## src/rtl/fact_ctrl_if.sv

```systemverilog
// Handshake and datapath-strobe bundle between the factorial controller,
// its requester and the factorial datapath.
interface fact_ctrl_if #(
   parameter int SIZE = 8
);
   logic            go;
   logic [SIZE-1:0] n;
   logic            proceed;
   logic            sel_init;
   logic            cnt_load;
   logic            cnt_en;
   logic            reg_load;
   logic            done;
   logic            busy;
   logic            err;

   modport master (
      output go, n, proceed,
      input  sel_init, cnt_load, cnt_en, reg_load, done, busy, err
   );

   modport slave (
      input  go, n, proceed,
      output sel_init, cnt_load, cnt_en, reg_load, done, busy, err
   );
endinterface

```

## src/rtl/fact_ctrl.sv

```systemverilog
// Factorial datapath controller: go/done handshake, overflow reject of n > MAX_N.
// Optional DP_CTRL_WDOG_EN aborts a LOOP whose proceed stays high too long.
module fact_ctrl #(
   parameter int SIZE       = 8,
   parameter int MAX_N      = 5,
   parameter int WDOG_LIMIT = 7
) (
   input logic         clk,
   input logic         rst,
   fact_ctrl_if.slave  bus
);
   typedef enum logic [2:0] {S_IDLE, S_INIT, S_LOOP, S_DONE, S_ERR} state_t;

   localparam logic [SIZE-1:0] MAX_N_V = MAX_N[SIZE-1:0];

   state_t state_q, state_d;
   logic   wdog_trip;
   logic   sel_init, cnt_load, cnt_en, reg_load, done, busy, err;

`ifdef DP_CTRL_WDOG_EN
   localparam int WW = $clog2(WDOG_LIMIT + 1);
   logic [WW-1:0] wdog_q;

   always_ff @(posedge clk) begin
      if (rst)                                             wdog_q <= '0;
      else if (state_q == S_INIT)                          wdog_q <= '0;
      else if (state_q == S_LOOP && wdog_q != WW'(WDOG_LIMIT)) wdog_q <= wdog_q + 1'b1;
   end

   // The WDOG_LIMIT-th LOOP cycle with proceed still high is the abort cycle.
   assign wdog_trip = (state_q == S_LOOP) && bus.proceed &&
                      (wdog_q == WW'(WDOG_LIMIT - 1));
`else
   assign wdog_trip = 1'b0;
`endif

   always_ff @(posedge clk) begin
      if (rst) state_q <= S_IDLE;
      else     state_q <= state_d;
   end

   always_comb begin
      state_d  = state_q;
      sel_init = 1'b0;
      cnt_load = 1'b0;
      cnt_en   = 1'b0;
      reg_load = 1'b0;
      done     = 1'b0;
      busy     = 1'b0;
      err      = 1'b0;
      case (state_q)
         S_IDLE: begin
            if (bus.go) state_d = (bus.n > MAX_N_V) ? S_ERR : S_INIT;
         end
         S_INIT: begin
            sel_init = 1'b1;
            cnt_load = 1'b1;
            reg_load = 1'b1;
            busy     = 1'b1;
            state_d  = S_LOOP;
         end
         S_LOOP: begin
            busy = 1'b1;
            if (wdog_trip) begin
               state_d = S_ERR;
            end else begin
               // proceed=0 still multiplies: that is the final product step
               reg_load = 1'b1;
               cnt_en   = bus.proceed;
               if (!bus.proceed) state_d = S_DONE;
            end
         end
         S_DONE: begin
            done = 1'b1;
            if (!bus.go) state_d = S_IDLE;
         end
         S_ERR: begin
            err = 1'b1;
            if (!bus.go) state_d = S_IDLE;
         end
         default: state_d = S_IDLE;
      endcase
   end

   assign bus.sel_init = sel_init;
   assign bus.cnt_load = cnt_load;
   assign bus.cnt_en   = cnt_en;
   assign bus.reg_load = reg_load;
   assign bus.done     = done;
   assign bus.busy     = busy;
   assign bus.err      = err;
endmodule

```

## src/flat_wrapper.sv

```systemverilog
// flat-port wrapper written by rule: the top's interface ports become plain ports
module fact_ctrl_flat 
#(
   parameter int SIZE       = 8,
   parameter int MAX_N      = 5,
   parameter int WDOG_LIMIT = 7
)
  (clk, rst, bus_go, bus_n, bus_proceed, bus_sel_init, bus_cnt_load, bus_cnt_en, bus_reg_load, bus_done, bus_busy, bus_err);
  fact_ctrl_if #(.SIZE(SIZE)) bus_i ();
  input logic clk;
  input logic rst;
  input wire logic [$bits(bus_i.go)-1:0] bus_go;
  input wire logic [$bits(bus_i.n)-1:0] bus_n;
  input wire logic [$bits(bus_i.proceed)-1:0] bus_proceed;
  output wire logic [$bits(bus_i.sel_init)-1:0] bus_sel_init;
  output wire logic [$bits(bus_i.cnt_load)-1:0] bus_cnt_load;
  output wire logic [$bits(bus_i.cnt_en)-1:0] bus_cnt_en;
  output wire logic [$bits(bus_i.reg_load)-1:0] bus_reg_load;
  output wire logic [$bits(bus_i.done)-1:0] bus_done;
  output wire logic [$bits(bus_i.busy)-1:0] bus_busy;
  output wire logic [$bits(bus_i.err)-1:0] bus_err;
  assign bus_i.go = bus_go;
  assign bus_i.n = bus_n;
  assign bus_i.proceed = bus_proceed;
  assign bus_sel_init = bus_i.sel_init;
  assign bus_cnt_load = bus_i.cnt_load;
  assign bus_cnt_en = bus_i.cnt_en;
  assign bus_reg_load = bus_i.reg_load;
  assign bus_done = bus_i.done;
  assign bus_busy = bus_i.busy;
  assign bus_err = bus_i.err;
  fact_ctrl #(.SIZE(SIZE), .MAX_N(MAX_N), .WDOG_LIMIT(WDOG_LIMIT)) u_core (.clk(clk), .rst(rst), .bus(bus_i));
endmodule
```

## config.mk

```make
export PLATFORM = sky130hd
export DESIGN_NAME = fact_ctrl_flat
export DESIGN_NICKNAME = d
export VERILOG_FILES = /design/src/rtl/fact_ctrl_if.sv /design/src/rtl/fact_ctrl.sv /design/src/flat_wrapper.sv
export SDC_FILE = /design/constraint.sdc
export NUM_CORES = 1
export LEC_CHECK = 0
export CAP_MARGIN = 10
export CELL_PAD_IN_SITES_DETAIL_PLACEMENT = 0
export CELL_PAD_IN_SITES_GLOBAL_PLACEMENT = 1
export CORE_MARGIN = 1
export CORE_UTILIZATION = 17
export DETAILED_ROUTE_END_ITERATION = 7
export PLACE_DENSITY = 0.66
export SETUP_SLACK_MARGIN = 0.1
export SYNTH_ARGS = -nofsm -noshare
export SYNTH_HDL_FRONTEND = slang
export SYNTH_SLANG_ARGS = --single-unit
```

## constraint.sdc

```tcl
create_clock -name clk -period 1.1 [get_ports clk]
set_clock_uncertainty 0.2 [all_clocks]
set_input_delay 0.165 -clock clk [delete_from_list [all_inputs] [get_ports clk]]
set_output_delay 0.165 -clock clk [all_outputs]
set_load 0.02 [all_outputs]
```

==> Slide: Implementation Results <==
Implementation Results

Status
  • Outcome: finished with violations
  • Failing checks: setup timing

Final layout
  • Ratio of cells with drive above 1 in the final layout: 60.8%
  • Fin cells: 66
  • Post-layout instance area: 537 sq um
  • Largest registers: u_core.state_q x3

Detailed routing
  • Initial DRC count: 3
  • Final wirelength: 764 um
  • Average wire per standard cell: 11.6 um
  • DR vias/cell: 4.35
  • Residual DRC: 0

CTS
  • CTS buffer count: 3
  • Latency at later pin: 0.23 ns
  • Clock transition at path regs: 0.04 ns
  • Maximum clock insertion buffer count: 2
  • Root buffer cell: clkbuf_4

Final timing
  • Worst Slack Setup Final: -0.272 ns
  • Unrepaired setup endpoints after global routing: yes
  • Final setup violation count: 10
  • Worst slew margin: 84.8%
  • Final hold slack: 0.322 ns

Worst setup path
  • CP Max Fanout: 7
  • FF-to-FF Start: u_core.state_q[1]
  • Setup crit end kind: output pin

Power and ir drop
  • Pwr Total: 0.000399 W
  • LEAKAGE: 0.216 nW

Placement
  • DP HPWL: 556 um

Floorplan
  • I/O pin cnt: 19
  • Core area: 1300 sq um

Global route
  • Initial antenna violation count: 0

Synthesis
  • Xor/xnor share: 3.70%
  • Mapped Nets: 39

Run
  • Maximum capacitance violations: 0
[stage by stage]
| stage | utilization, % | setup WS, ns |
|---|---|---|
| detailed placement | 35.4 | -0.671 |
| floorplan | - | -0.184 |
| global route | 41.3 | -0.311 |
| finish | 41.3 | -0.272 |
| CTS | 38.7 | -0.283 |
| global placement | 35.4 | -0.686 |
[layer usage]
| layer | vias to the layer above | global-route usage [%] | routed length, um |
|---|---|---|---|
| met1 | 131 | 10.3 | 288 |
| met3 | 0 | 1.70 | 38 |
| met2 | 11 | 22.5 | 438 |
| met5 | - | 0 | 0 |
| met4 | 0 | 5.17 | 0 |
| li1 | 145 | - | - |
[logic make-up (layout without fill, tap and decap cells)]
family	Yosys count	in the layout
and+or+nand+nor	12	12
xor gates and xnor gates	1	1
AOI/OAI and AO/OA	7	7
buffers and inverters	4	28
DFF	3	3
[where the power goes]
group	switching [W]	internal [W]	leakage, nW
clock network	0.0000555	0.000136	0.0150
logic	0.0000307	0.0000615	0.174
registers	0.00000775	0.000107	0.0266
[area by class of cell]
type	count	area (sq um)	share of cell area, %
Clock buffer	4	26.3	4.90
Multi-Input combinational cell	20	195	36.4
Sequential cell	3	71.3	13.3
Tap cell	15	18.8	3.50
Timing Repair Buffer	24	225	42.0
[what timing repair did]
item | 4_1_cts | 5_1_grt
gates resized | 40 | 11
hold endpoints to repair | 0 | 0
setup endpoints to repair | 10 | 10
buffers inserted | 3 | 2
pin swaps | 5 | 8
[layout by cell type, fill, tap and decap left out, types with 2 or more instances in the layout]
cell type | Yosys | final
nand2_2 | 0 | 2
buf_4 | 3 | 8
a21oi_1 | 2 | 2
clkbuf_4 | 0 | 3
dlygate4sd2_1 | 0 | 2
nor3_2 | 1 | 2
dfxtp_4 | 0 | 3
nor3b_4 | 1 | 2
buf_6 | 1 | 6
clkdlybuf4s50_1 | 0 | 8
[worst max-delay path by stage]
stage	start	to	depth (start not counted)
6_report	u_core.state_q[1]	bus_done	2
5_1_grt	u_core.state_q[0]	bus_cnt_load	2
4_1_cts	u_core.state_q[0]	bus_busy	3
3_5_place_dp	bus_proceed	bus_cnt_en	4
3_3_place_gp	bus_proceed	bus_cnt_en	4
2_1_floorplan	u_core.state_q[0]	bus_sel_init	3
[critical path: cells and delay by family, from the launching register on]
kind | cells | cell delay [ns]
buffers and inverters | 1 | 0.12
DFF | 1 | 0.41
and+or+nand+nor | 1 | 0.24
[Yosys cell counts, drive strengths merged]
cell type,count,share of area [%]
buf,4,14
dfxtp,3,25
nor3,3,8.5
a21oi,2,4.2
nand2,2,3.2
nor3b,2,11
o21ai,2,4.2
a32o,1,4.2
and3b,1,3.7
nand3b,1,3.2
nor2,1,1.6
nor2b,1,2.6
nor4,1,2.6
o211a,1,4.2
o211ai,1,3.2
xnor2,1,3.7
Metal 1:
The bar under the picture is 10 um long. Supply wires on this layer in grey.
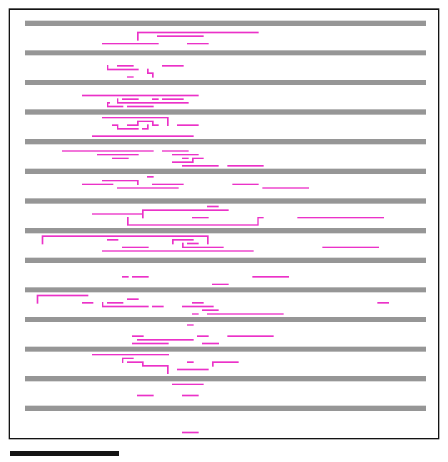
longest straight run: 15.2 um
share of all routed wire: 38%

Metal 3:
The bar under the picture is 10 um long.
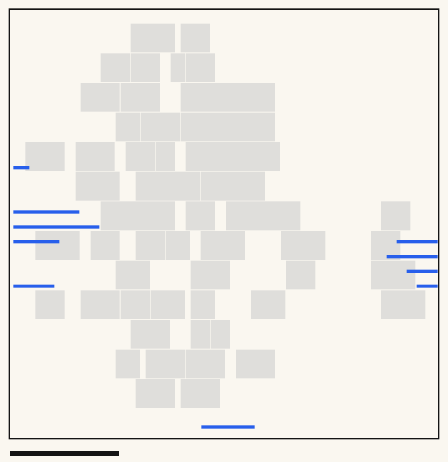
longest straight run: 7.60 um
main direction: horizontal
nets with wire on the layer: 10
wire length on this layer: 38.4 um
share of all routed wire: 5.0%

Selected gate families:
The bar under the picture is 10 um long.
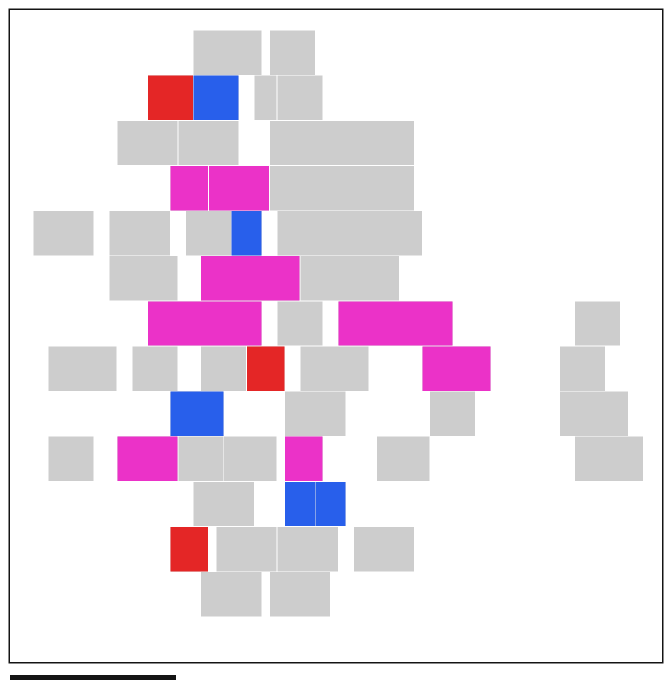
legend:
  magenta:
    family: nor cells
    cells: 8
  blue:
    family: aoi and oai cells
    cells: 5
  red:
    family: nand cells
    cells: 3

Power and IR drop assume default switching activity.
